### config.mk
export PLATFORM = sky130hd
export DESIGN_NAME = fosfor_present_ctrl
export DESIGN_NICKNAME = d
export VERILOG_FILES = /design/src/rtl/fosfor_present_ctrl.sv
export SDC_FILE = /design/constraint.sdc
export NUM_CORES = 1
export LEC_CHECK = 0
export CAP_MARGIN = 10
export CORE_ASPECT_RATIO = 0.6
export CORE_MARGIN = 5
export CORE_UTILIZATION = 40
export DETAILED_ROUTE_END_ITERATION = 10
export GPL_TIMING_DRIVEN = 0
export PLACE_DENSITY = 0.74
export SLEW_MARGIN = 10
export SYNTH_ARGS = -nofsm -noshare
export SYNTH_HDL_FRONTEND = slang
export SYNTH_SLANG_ARGS = --single-unit
### constraint.sdc
create_clock -name Clk_k -period 2.35 [get_ports Clk_k]
set_input_delay 0.47 -clock Clk_k [delete_from_list [all_inputs] [get_ports Clk_k]]
set_output_delay 0.47 -clock Clk_k [all_outputs]
set_load 0.05 [all_outputs]
### src/rtl/fosfor_present_ctrl.sv
`default_nettype none
// +----------------------------------------------------------------------+
// | Module   : fosfor_present_ctrl                                       |
// | Desc     : PRESENT-80 bus decoder, register access and round         |
// |            sequencer. Define FOSFOR_TEST_REG_EN for a scratch reg    |
// |            at 0x08.                                                  |
// | Revision : 1.0                                                       |
// +----------------------------------------------------------------------+
module fosfor_present_ctrl #(
  parameter int ROUNDS = 31
) (
  input  logic       Clk_k,
  input  logic       Reset_rn,
  input  logic [1:0] Address_b,
  input  logic [3:0] DataIn_b,
  output logic [7:0] DataOut_b,
  output logic [7:0] RegAddr_b,
  output logic [7:0] RegWData_b,
  output logic       RegWe,
  input  logic [7:0] RegRData_b,
  output logic       Load,
  output logic       RoundEn,
  output logic [4:0] Round_b,
  output logic       Final
);

  localparam logic [1:0] c_ADDR_IDLE         = 2'b00;
  localparam logic [1:0] c_ADDR_CMD          = 2'b01;
  localparam logic [1:0] c_ADDR_LOW          = 2'b10;
  localparam logic [1:0] c_ADDR_HIGH         = 2'b11;
  localparam logic [3:0] c_CMD_LATCH_ADDRESS = 4'h1;
  localparam logic [3:0] c_CMD_WRITE         = 4'h2;
  localparam logic [3:0] c_CMD_START         = 4'h3;
  localparam logic [3:0] c_CMD_CLEAR         = 4'h4;
  localparam logic [4:0] c_ROUNDS            = 5'(ROUNDS);

  typedef enum logic [1:0] {
    S_IDLE  = 2'd0,
    S_LOAD  = 2'd1,
    S_ROUND = 2'd2,
    S_FINAL = 2'd3
  } state_t;

  state_t     r_state, w_state_nxt;
  logic [4:0] r_round, w_round_nxt;
  logic [7:0] r_data;
  logic [7:0] r_addr;
  logic       r_err;
  logic       r_done;
  logic       r_out_sel;
  logic       r_we;

  logic       w_is_cmd;
  logic       w_cmd_latch;
  logic       w_cmd_write;
  logic       w_cmd_start;
  logic       w_cmd_clear;
  logic       w_idle;
  logic       w_scratch_hit;
  logic       w_err_set;
  logic [7:0] w_status;
  logic [7:0] w_rdata;

  assign w_is_cmd    = (Address_b == c_ADDR_CMD);
  assign w_cmd_latch = w_is_cmd && (DataIn_b == c_CMD_LATCH_ADDRESS);
  assign w_cmd_write = w_is_cmd && (DataIn_b == c_CMD_WRITE);
  assign w_cmd_start = w_is_cmd && (DataIn_b == c_CMD_START);
  assign w_cmd_clear = w_is_cmd && (DataIn_b == c_CMD_CLEAR);
  assign w_idle      = (r_state == S_IDLE);
  // Scratch writes are legal in any state, so they never count as a busy write.
  assign w_err_set   = (w_cmd_write && !w_idle && !w_scratch_hit) ||
                       (w_cmd_start && !w_idle);

  always_comb begin
    w_state_nxt = r_state;
    w_round_nxt = r_round;
    Load        = 1'b0;
    RoundEn     = 1'b0;
    Final       = 1'b0;
    case (r_state)
      S_IDLE: begin
        if (w_cmd_start) w_state_nxt = S_LOAD;
      end
      S_LOAD: begin
        Load        = 1'b1;
        w_state_nxt = S_ROUND;
        w_round_nxt = 5'd1;
      end
      S_ROUND: begin
        RoundEn = 1'b1;
        if (r_round == c_ROUNDS) w_state_nxt = S_FINAL;
        else                     w_round_nxt = r_round + 5'd1;
      end
      S_FINAL: begin
        Final       = 1'b1;
        w_state_nxt = S_IDLE;
        w_round_nxt = 5'd0;
      end
      default: begin
        w_state_nxt = S_IDLE;
        w_round_nxt = 5'd0;
      end
    endcase
  end

  always_ff @(posedge Clk_k) begin
    if (!Reset_rn) begin
      r_state   <= S_IDLE;
      r_round   <= 5'd0;
      r_data    <= 8'h00;
      r_addr    <= 8'h00;
      r_err     <= 1'b0;
      r_done    <= 1'b0;
      r_out_sel <= 1'b0;
      r_we      <= 1'b0;
    end else begin
      r_state   <= w_state_nxt;
      r_round   <= w_round_nxt;
      r_out_sel <= (Address_b == c_ADDR_LOW);
      if (Address_b == c_ADDR_LOW)  r_data[3:0] <= DataIn_b;
      if (Address_b == c_ADDR_HIGH) r_data[7:4] <= DataIn_b;
      if (w_cmd_latch) r_addr <= r_data;
      r_we <= w_cmd_write && w_idle && !w_scratch_hit;
      if (w_cmd_clear)    r_err <= 1'b0;
      else if (w_err_set) r_err <= 1'b1;
      if (r_state == S_FINAL)         r_done <= 1'b1;
      else if (w_cmd_start && w_idle) r_done <= 1'b0;
    end
  end

`ifdef FOSFOR_TEST_REG_EN
  localparam logic [7:0] c_SCRATCH_ADDR = 8'h08;
  logic [7:0] r_scratch;

  assign w_scratch_hit = (r_addr == c_SCRATCH_ADDR);
  assign w_rdata       = w_scratch_hit ? r_scratch : RegRData_b;

  always_ff @(posedge Clk_k) begin
    if (!Reset_rn)                         r_scratch <= 8'h00;
    else if (w_cmd_write && w_scratch_hit) r_scratch <= r_data;
  end
`else
  assign w_scratch_hit = 1'b0;
  assign w_rdata       = RegRData_b;
`endif

  // Round number is only exposed while rounds are running.
  assign Round_b    = RoundEn ? r_round : 5'd0;
  assign w_status   = {Round_b, r_done, r_err, w_idle};
  assign DataOut_b  = r_out_sel ? w_rdata : w_status;
  assign RegAddr_b  = r_addr;
  assign RegWData_b = r_data;
  assign RegWe      = r_we;

endmodule
`default_nettype wire

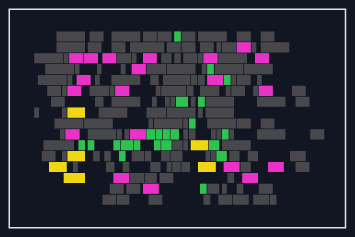
Figure 1: gate families picked out.
(4 px per um)
colour	family	cells
yellow	adder and majority cells	6
green	inverting AOI/OAI gates	22
magenta	multiplexers	20

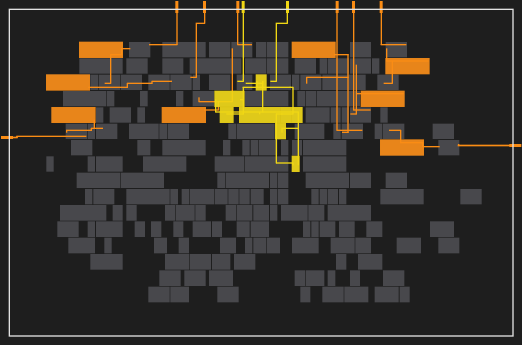
Figure 2: wires at chosen ports, followed through buffers.
(6 px per um)
colour	port	bits	direction	end cells	buffers	wire
orange	RegAddr_b	8	output	8	8	223 um
yellow	Address_b	2	input	8	2	99.2 um
buffers added on ports: 46
Ports: 49

==> impl_metrics.py <==
# Generated from Yosys and OpenROAD reports
metrics = {
    "final_timing": {
        "setup_slack_ns": 0.105,
        "slew_violations": 0,
        "clock_skew_ns": 0.00854,
        "relSlewSlack_pct": 65.8,
        "rsz0062_at_grt": "false",
        "fin_crit_ns": 2.24,
    },
    "worst_setup_path": {
        "max_stage_delay_ns": 0.35,
        "cp-endpoint": "DataOut_b[5]",
        "rrSetupSlack_ns": 0.58,
        "crit_slowest_cell": "dfxtp_2",
        "worstPathRequired_ns": 1.88,
        "crit_start": "r_state[0]$_SDFFE_PN0P_",
    },
    "clocking": {
        "cts_root_buf": "clkbuf_8",
        "worstSkewPairLatency_ns": 0.27,
        "clockBufferDepth": 2,
        "clk_pin_slew_ns": 0.09,
        "cts_buffers": 3,
        "cts_setup_buffers": 0,
    },
    "route": {
        "final_antenna_net_count": 0,
        "drt_first_pass_iters": 4,
        "vias": 1164,
        "drt_iter0_drc": 105,
        "drc": 0,
    },
    "placed_design": {
        "dp_hpwl_mm": 2.56,
        "preCtsSetupSlack_ns": -0.229,
        "gp_congestion": 0.829,
    },
    "run_status": {
        "status": "completed",
    },
    "min_path": {
        "min_from": "RegWData_b[5]$_SDFFE_PN0N_",
        "hold_depth": 2,
        "min_to": "RegWData_b[5]$_SDFFE_PN0N_",
    },
    "yosys": {
        "top_area_share_pct": 41.5,
        "synth_area_per_cell_um2": 9.31,
        "ys_seq_share_pct": 41.5,
        "syn_inst": 140,
        "yosysWarnings": 0,
    },
    "power": {
        "p_int_w": 0.000682,
        "power_leakage_nw": 0.782,
    },
    "floorplanning": {
        "die-width_um": 83.7,
        "row_count": 16,
        "core-area_mm2": 0.00320,
    },
    "finish": {
        "finalNetCount": 212,
    },
    "global_route": {
        "gr-usage-met2_pct": 24.7,
        "grt_first_pass_wirelength_mm": 5.35,
    },
}
-- per-stage QoR --
step | hold WS (ns) | cell area (um^2) | setup TNS, ns
after global placement | 0.463 | 1830 | -0.968
after CTS | 0.483 | 1850 | -0.228
after detailed placement | 0.474 | 1830 | -1.25
after global routing | 0.511 | 1840 | 0
final | 0.485 | 1840 | 0
after floorplan | 0.454 | 1310 | 0
-- what timing repair did --
action,CTS,global route
gates resized,33,12
setup endpoints to repair,13,10
pin swaps,0,0
-- synthesized netlist by cell type, drive strengths merged --
cell type  count
a21boi         1
nand3b         1
nor2b          1
o21ai          4
nor4b          2
nand2         14
a21oi         11
nor3           1
a311oi         1
nor3b          1
mux2i         13
mux2           7
nand4b         1
nand3          5
a31oi          1
nor2          16
o22ai          1
a22oi          2
buf            1
nand2b         2
clkbuf         6
dfxtp         27
and3           2
and2           6
inv            6
a41oi          1
ha             6
-- per-layer routing --
metal / wire [um] / vias up
met5: 0 / -
li1: - / 575
met1: 1510 / 558
met2: 1600 / 29
met3: 135 / 2
met4: 7 / 0
-- cell usage in the layout (no fill, tap or decap), types with 4 or more instances in the layout --
cell type        netlist  routed
inv_1                  6       6
nor2_1                16      16
and2_2                 0       4
ha_1                   6       5
mux2i_1               13      13
o21ai_0                4       4
dfxtp_1               27      26
clkbuf_2               0       4
a21oi_1               11      11
nand2_1               14      14
buf_2                  0       4
nand3_1                4       4
mux2_2                 7       7
clkbuf_1               6       5
clkdlybuf4s50_1        0      33
-- power groups by stage --
stage / logic [W] / clock network, W / registers, W
after global placement: 0.000244 / 0 / 0.000498
after global routing: 0.000259 / 0.000277 / 0.000496
after detailed placement: 0.000248 / 0 / 0.000500
after floorplan: 0.000139 / 0 / 0.000520
after CTS: 0.000241 / 0.000260 / 0.000491
final: 0.000239 / 0.000253 / 0.000492
-- cell type report --
type                            instances  area [um^2]
Clock buffer                            4         45.0
Buffer                                  6         27.5
Sequential cell                        27          542
Timing Repair Buffer                   46          425
Tap cell                               45         56.3
Inverter                                6         22.5
Fill cell                             274         1370
Multi-Input combinational cell        100          718
-- worst max-delay path: cells and delay by family (launching register included) --
kind                     cells  cell delay (ns)
adder cells (fa/ha/maj)      1             0.22
AND/OR/NAND/NOR              1             0.22
flip-flops                   1             0.35
multiplexers                 1             0.26
buffers and inverters        3             0.46
-- registers in the layout, summed over array words and instances, names as in the netlist --
signal,count
r_round,5
r_state,2
r_done,1
r_out_sel,1
r_err,1
RegWe,1
RegAddr_b,8
RegWData_b,8
-- cell families (layout without fill, tap and decap cells) --
kind of cell    Yosys count  count (layout)  share of synthesized area, %
compound gates           22              22                          9.79
mux                      20              20                          16.0
simple gates             52              52                          22.9
fa+ha+maj                 6               6                          5.76
flops                    27              27                          41.5
buf+inv                  13              62                          4.03
Power figures rest on the tool's default switching activity, not on a simulated workload.
